**src/rtl/irq_pend_ctrl_pkg.sv**
```systemverilog
// Shared constants and FSM encoding for the interrupt pending controller.
package irq_pend_ctrl_pkg;
  localparam int NUM_LINES = 8;
  localparam int ID_W      = 3;
  localparam int LOST_W    = 4;
  localparam int LOST_MAX  = 15;

  typedef enum logic [1:0] {
    ST_IDLE  = 2'd0,
    ST_SERVE = 2'd1,
    ST_GAP   = 2'd2
  } irq_state_e;
endpackage

```
**src/rtl/irq_pend_ctrl_if.sv**
```systemverilog
// Request/service bundle between the interrupt sources/consumer and the controller.
interface irq_pend_ctrl_if;
  import irq_pend_ctrl_pkg::*;
  logic [NUM_LINES-1:0] req;
  logic [NUM_LINES-1:0] mask;
  logic                 ack;
  logic [NUM_LINES-1:0] pend_o;
  logic                 en_o;
  logic                 irq_o;
  logic [ID_W-1:0]      id_o;
  logic [LOST_W-1:0]    lost_o;

  modport slave  (input  req, mask, ack, output pend_o, en_o, irq_o, id_o, lost_o);
  modport master (output req, mask, ack, input  pend_o, en_o, irq_o, id_o, lost_o);
endinterface

```
**src/rtl/irq_edge_det.sv**
```systemverilog
// Per-line 2-flop synchronizer plus edge register; emits a one-cycle rising-edge pulse.
module irq_edge_det #(
  parameter int W = 8
) (
  input  logic         clk,
  input  logic         rst,
  input  logic [W-1:0] i_req,
  output logic [W-1:0] o_edge
);
  logic [W-1:0] r_sync1, r_sync2, r_edge;
  // Edge output is held off until the edge register has tracked a real
  // post-reset sample, so a line already high at release is not an edge.
  logic [1:0]   r_settle;

  // Synchronizer chain and settle counter
  always_ff @(posedge clk) begin
    if (rst) begin
      r_sync1  <= '0;
      r_sync2  <= '0;
      r_edge   <= '0;
      r_settle <= '0;
    end else begin
      r_sync1 <= i_req;
      r_sync2 <= r_sync1;
      r_edge  <= r_sync2;
      if (r_settle != 2'd3) r_settle <= r_settle + 2'd1;
    end
  end

  assign o_edge = (r_settle == 2'd3) ? (r_sync2 & ~r_edge) : '0;
endmodule

```
**src/rtl/irq_pend_ctrl.sv**
```systemverilog
// Edge-latched interrupt pending register with priority select, ack handshake
// and saturating lost-edge counter.
module irq_pend_ctrl
  import irq_pend_ctrl_pkg::*;
(
  input  logic          clk,
  input  logic          rst,
  irq_pend_ctrl_if.slave bus
);
  irq_state_e           r_state, w_state_nxt;
  logic [NUM_LINES-1:0] r_pending, r_pend_o;
  logic                 r_en_o;
  logic [ID_W-1:0]      r_id;
  logic [LOST_W-1:0]    r_lost;
  logic [NUM_LINES-1:0] w_edge, w_clr, w_avail, w_drop;
  logic                 w_load_id;
  logic [LOST_W:0]      w_lost_sum;

  function automatic logic [ID_W-1:0] f_hi_idx(input logic [NUM_LINES-1:0] v);
    f_hi_idx = '0;
    for (int i = 0; i < NUM_LINES; i++)
      if (v[i]) f_hi_idx = ID_W'(i);
  endfunction

  irq_edge_det #(.W(NUM_LINES)) u_edge (
    .clk    (clk),
    .rst    (rst),
    .i_req  (bus.req),
    .o_edge (w_edge)
  );

  assign w_avail    = r_pending & bus.mask;
  // A new edge on the bit being cleared wins and is not a loss.
  assign w_drop     = w_edge & r_pending & ~w_clr;
  assign w_lost_sum = {1'b0, r_lost} + (LOST_W+1)'($countones(w_drop));

  // FSM state register
  always_ff @(posedge clk) begin
    if (rst) r_state <= ST_IDLE;
    else     r_state <= w_state_nxt;
  end

  // FSM next state, id load and ack clear
  always_comb begin
    w_state_nxt = r_state;
    w_load_id   = 1'b0;
    w_clr       = '0;
    case (r_state)
      ST_IDLE: if (|w_avail) begin
        w_load_id   = 1'b1;
        w_state_nxt = ST_SERVE;
      end
      ST_SERVE: if (bus.ack) begin
        w_clr       = NUM_LINES'(1) << r_id;
        w_state_nxt = ST_GAP;
      end
      ST_GAP:  w_state_nxt = ST_IDLE;
      default: w_state_nxt = ST_IDLE;
    endcase
  end

  // Pending latch, registered outputs, in-service id and lost counter
  always_ff @(posedge clk) begin
    if (rst) begin
      r_pending <= '0;
      r_pend_o  <= '0;
      r_en_o    <= 1'b0;
      r_id      <= '0;
      r_lost    <= '0;
    end else begin
      r_pending <= (r_pending & ~w_clr) | w_edge;
      r_pend_o  <= w_avail;
      r_en_o    <= |w_avail;
      if (w_load_id) r_id <= f_hi_idx(w_avail);
      if (w_lost_sum > (LOST_W+1)'(LOST_MAX)) r_lost <= LOST_W'(LOST_MAX);
      else                                   r_lost <= w_lost_sum[LOST_W-1:0];
    end
  end

  assign bus.pend_o = r_pend_o;
  assign bus.en_o   = r_en_o;
  assign bus.irq_o  = (r_state == ST_SERVE);
  assign bus.id_o   = r_id;
  assign bus.lost_o = r_lost;
endmodule

```
**src/flat_wrapper.sv**
```systemverilog
// flat-port wrapper written by rule: the top's interface ports become plain ports
module irq_pend_ctrl_flat import irq_pend_ctrl_pkg::*;
  (clk, rst, bus_req, bus_mask, bus_ack, bus_pend_o, bus_en_o, bus_irq_o, bus_id_o, bus_lost_o);
  irq_pend_ctrl_if bus_i ();
  input  logic clk;
  input  logic rst;
  input wire logic [$bits(bus_i.req)-1:0] bus_req;
  input wire logic [$bits(bus_i.mask)-1:0] bus_mask;
  input wire logic [$bits(bus_i.ack)-1:0] bus_ack;
  output wire logic [$bits(bus_i.pend_o)-1:0] bus_pend_o;
  output wire logic [$bits(bus_i.en_o)-1:0] bus_en_o;
  output wire logic [$bits(bus_i.irq_o)-1:0] bus_irq_o;
  output wire logic [$bits(bus_i.id_o)-1:0] bus_id_o;
  output wire logic [$bits(bus_i.lost_o)-1:0] bus_lost_o;
  assign bus_i.req = bus_req;
  assign bus_i.mask = bus_mask;
  assign bus_i.ack = bus_ack;
  assign bus_pend_o = bus_i.pend_o;
  assign bus_en_o = bus_i.en_o;
  assign bus_irq_o = bus_i.irq_o;
  assign bus_id_o = bus_i.id_o;
  assign bus_lost_o = bus_i.lost_o;
  irq_pend_ctrl u_core (.clk(clk), .rst(rst), .bus(bus_i));
endmodule
```
**config.mk**
```make
export PLATFORM = sky130hd
export DESIGN_NAME = irq_pend_ctrl_flat
export DESIGN_NICKNAME = d
export VERILOG_FILES = /design/src/rtl/irq_pend_ctrl_pkg.sv /design/src/rtl/irq_pend_ctrl_if.sv /design/src/rtl/irq_edge_det.sv /design/src/rtl/irq_pend_ctrl.sv /design/src/flat_wrapper.sv
export SDC_FILE = /design/constraint.sdc
export NUM_CORES = 1
export LEC_CHECK = 0
export CAP_MARGIN = 15
export CORE_MARGIN = 4
export CORE_UTILIZATION = 40
export DETAILED_ROUTE_END_ITERATION = 7
export PLACE_DENSITY = 0.7
export SLEW_MARGIN = 20
export SYNTH_ARGS = -nofsm -noshare
export SYNTH_HDL_FRONTEND = slang
export SYNTH_SLANG_ARGS = --single-unit
```
**constraint.sdc**
```tcl
create_clock -name clk -period 8.95 [get_ports clk]
set_clock_uncertainty 0.1 [all_clocks]
set_input_delay 0.895 -clock clk [delete_from_list [all_inputs] [get_ports clk]]
set_output_delay 0.895 -clock clk [all_outputs]
set_load 0.005 [all_outputs]
```
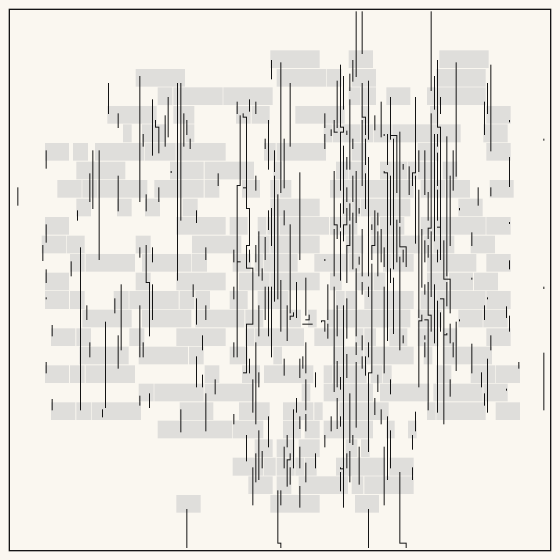
(run_1/met2.png)
Cells faint in the background.
- main direction: vertical
- wire length on this layer: 1,700 um
- nets with wire on the layer: 222
Total Wirelength: 3.52 mm
met2 GRT Util: 20.4%

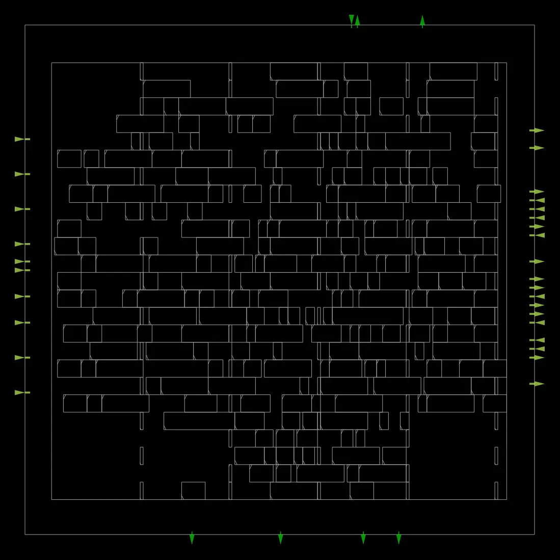
(run_1/final_placement.png)
Tap Cells: 67
Seq cells: 52
core box area: 0.00482 mm^2
final core utilization: 53.6%

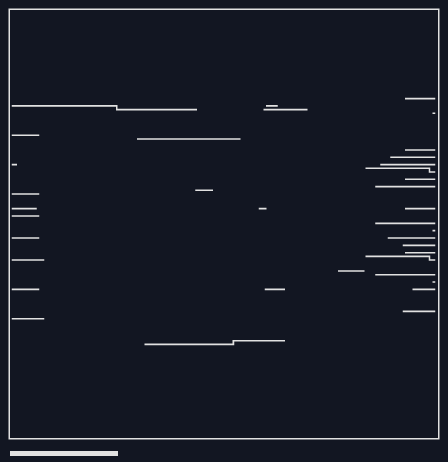
(run_1/met3.png)
Bar = 20 um.
- main direction: horizontal
- longest straight run: 19.3 um

==> impl_metrics.ini, run 1 <==
; physical design summary
[global_route]
track_usage_pct = 12.0
antenna_found_initial = 0
grt-ovfl-total = 0
busiest_layer = met2

[power]
powerSeq_uw = 243
top_power_group = sequential cells
clock_power_uw = 181

[clock_tree]
holdBufCountCts = 0
path_clk_slew_ns = 0.08

[layout]
final_cells = 300
comb_share_pct = 35.9
num_antenna_cells = 0
clk_share_pct = 4.99
logic_gates = 126
fin_nets = 267
nClkBuffers = 5
n_all_buffers = 36

[synth]
fp_nets = 230
muxShareOfSynthArea_pct = 0.984
ys_seq_share_pct = 51.2
xor_share_pct = 0.861
synth.most_common_cell = dfxtp_1
synthTopLogicFamily = simple AND/OR/NAND/NOR gates

[sta]
finalSetupViolations = 0
hold_violations = 0
relSlewSlack_pct = 69.4
rsz0062_at_grt = false

[worst_hold_path]
holdPathStages = 1
hp-start = u_core.u_edge.r_sync1[3]

[route]
top_layer_used = met4
ant_nets = 0

[placed_design]
placed_cells = 293
dpl.hpwl_mm = 2.64

[status]
status = complete, no violations

[worst_setup_path]
required_ns = 9.08
critPathArrivalTime_ns = 4.71
cp-end-kind = flip-flop
critPathKind = input port to flip-flop
rrSetupSlack_ns = 5.05

[die]
io_pins = 36
==> run_1/cell_classes.png <==
Fill, decap, tap and diode cells in grey.
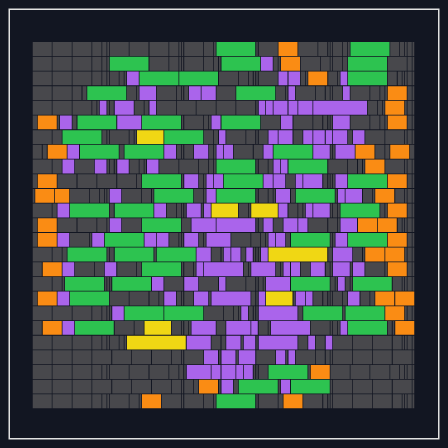

--- run 2 (diff from run 1) ---
Settings changed: PLACE_DENSITY 0.7 to 0.73.
Clock period 8.95 ns to 4.2 ns, I/O delays scaled along.
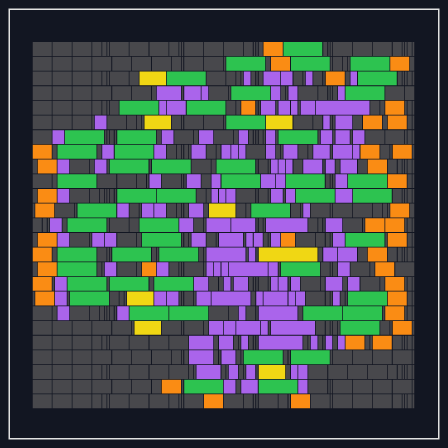
(run_2/cell_classes.png)
Fill, decap, tap and diode cells in grey.
- orange: other buffers and delay cells (cells 38; share of their area 15%)
- green: flip-flops (cells 52; share of their area 41%)
- purple: all other logic (cells 138; share of their area 39%)
- yellow: clock drivers and dummy loads (cells 8; share of their area 5.0%)
row count: 25
Seq area share: 39.8%
Final Instance Area: 0.00262 mm^2
final core utilization: 54.3%

==> run 2 against run 1 <==
  * Via count down 2.4%
  * Sequential share of layout area down 0.52 points
  * Utilization up 0.70 points
  * Global-route usage up 0.50 points
  * Flip-flop count unchanged
  * Final area up 1.3%
  * Synthesized area unchanged
  * Clock-buffer cell count up 2
  * Power up 110%
==> impl_metrics.ini, run 2 <==
; physical design summary
[status]
status = complete, no violations

[power]
powerSeq_uw = 519
clock_power_uw = 367
top_power_group = sequential cells

[synth]
muxShareOfSynthArea_pct = 0.984
xor_share_pct = 0.861
synthTopLogicFamily = simple AND/OR/NAND/NOR gates
ys_seq_share_pct = 51.2

[worst_setup_path]
rrSetupSlack_ns = 0.39
required_ns = 4.32
critPathArrivalTime_ns = 4.10
cp-end-kind = flip-flop
critPathKind = input port to flip-flop

[global_route]
busiest_layer = met2
grt_use_met2_pct = 20.2
antenna_found_initial = 0
grt-ovfl-total = 0

[route]
top_layer_used = met4

[layout]
final_cells = 303
fin_nets = 269
num_antenna_cells = 0
clk_share_pct = 4.83
logic_gates = 126

[placed_design]
placed_cells = 295
dpl.hpwl_mm = 2.68

[sta]
hold_violations = 0
rsz0062_at_grt = false
relSlewSlack_pct = 38.6

[clock_tree]
holdBufCountCts = 0
path_clk_slew_ns = 0.09

[worst_hold_path]
holdPathStages = 1
hp-start = u_core.u_edge.r_sync1[5]

[die]
io_pins = 36
nWellTaps = 67
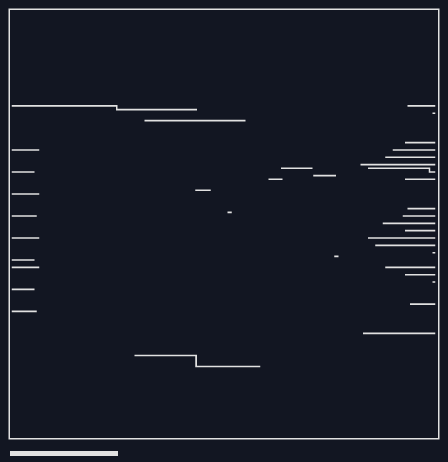
(run_2/met3.png)
Bar = 20 um.
- longest straight run: 19.3 um
- wire length on this layer: 272 um

==> run_2/final_placement.png <==
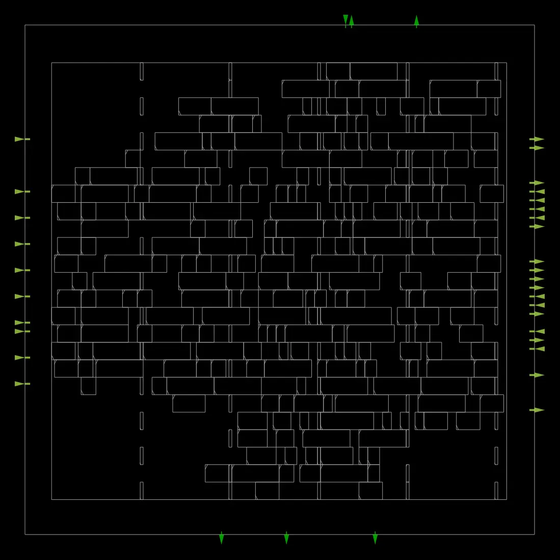

--- run 3 (diff from run 2) ---
Settings changed: CORE_ASPECT_RATIO set to 0.5, CTS_CLUSTER_DIAMETER set to 50, GPL_TIMING_DRIVEN set to 0.
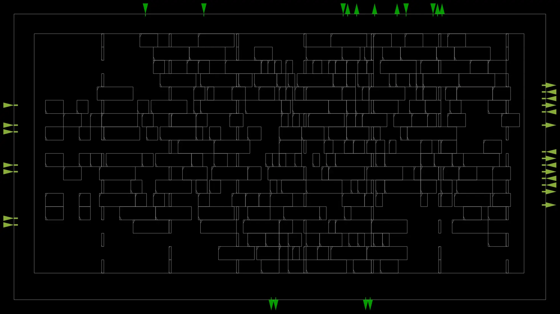
(run_3/final_placement.png)
# fillers: 483
Non-Filler Instances: 307
Tap Cells: 70
core box area: 0.00491 mm^2
Seq area share: 40.8%

==> run 3 against run 2 <==
  * Power down 12%
  * Combinational power up 0.9%
  * Via count up 3.7%
  * Synthesized cell count unchanged
  * Synthesized area unchanged
  * Flip-flop count unchanged
  * Clock power down about 30%
  * Sequential share of layout area up 1.0 points
  * Fmax down 1.9%
  * Global-route usage up 0.66 points
  * Clock-buffer cell count down 1
  * Routed wire length up 12%
  * Critical endpoint unchanged
==> impl_metrics.ini, run 3 <==
; physical design summary
[status]
status = complete, no violations

[sta]
relSlewSlack_pct = 67.5
rsz0062_at_grt = false
hold_violations = 0

[global_route]
grt_use_met2_pct = 21.7
track_usage_pct = 13.2
busiest_layer = met2
antenna_found_initial = 0
grt-ovfl-total = 0

[synth]
yosys.area.top_type_share_pct = 51.2
synth-edff-count = 0
ys_seq_share_pct = 51.2
muxShareOfSynthArea_pct = 0.984
fp_nets = 230
xor_share_pct = 0.861
synthTopLogicFamily = simple AND/OR/NAND/NOR gates

[layout]
regArea_mm2 = 0.00104
n_all_buffers = 40
drive_gt1_share_pct = 4.64
fin_nets = 271
final_util_pct = 51.9
num_antenna_cells = 0
nClkBuffers = 6
clk_share_pct = 3.04
flops = 52

[power]
top_power_group = sequential cells
powerSeq_uw = 519
clock_power_uw = 257
comb_power_uw = 66.9
comb_power_share_pct = 7.9

[worst_setup_path]
rrSetupSlack_ns = 0.36
required_ns = 4.32
critPathKind = input port to flip-flop
cp-end-kind = flip-flop
worstSetupStartpoint = bus_ack

[clock_tree]
holdBufCountCts = 0
path_clk_slew_ns = 0.08
cts_tree = done

[route]
post_drt_wl_per_cell_um = 12.9
wl_mm = 3.95
ant_nets = 0
top_layer_used = met4

[placed_design]
placed_cells = 300

[worst_hold_path]
holdPathStages = 1
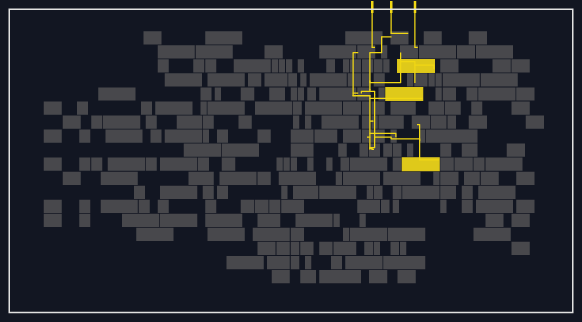
(run_3/port_nets.png)
- yellow: bus_id_o (direction output; end cells 3; buffers 3; wire 137 um)

Power figures rest on the tool's default switching activity, not on a simulated workload.
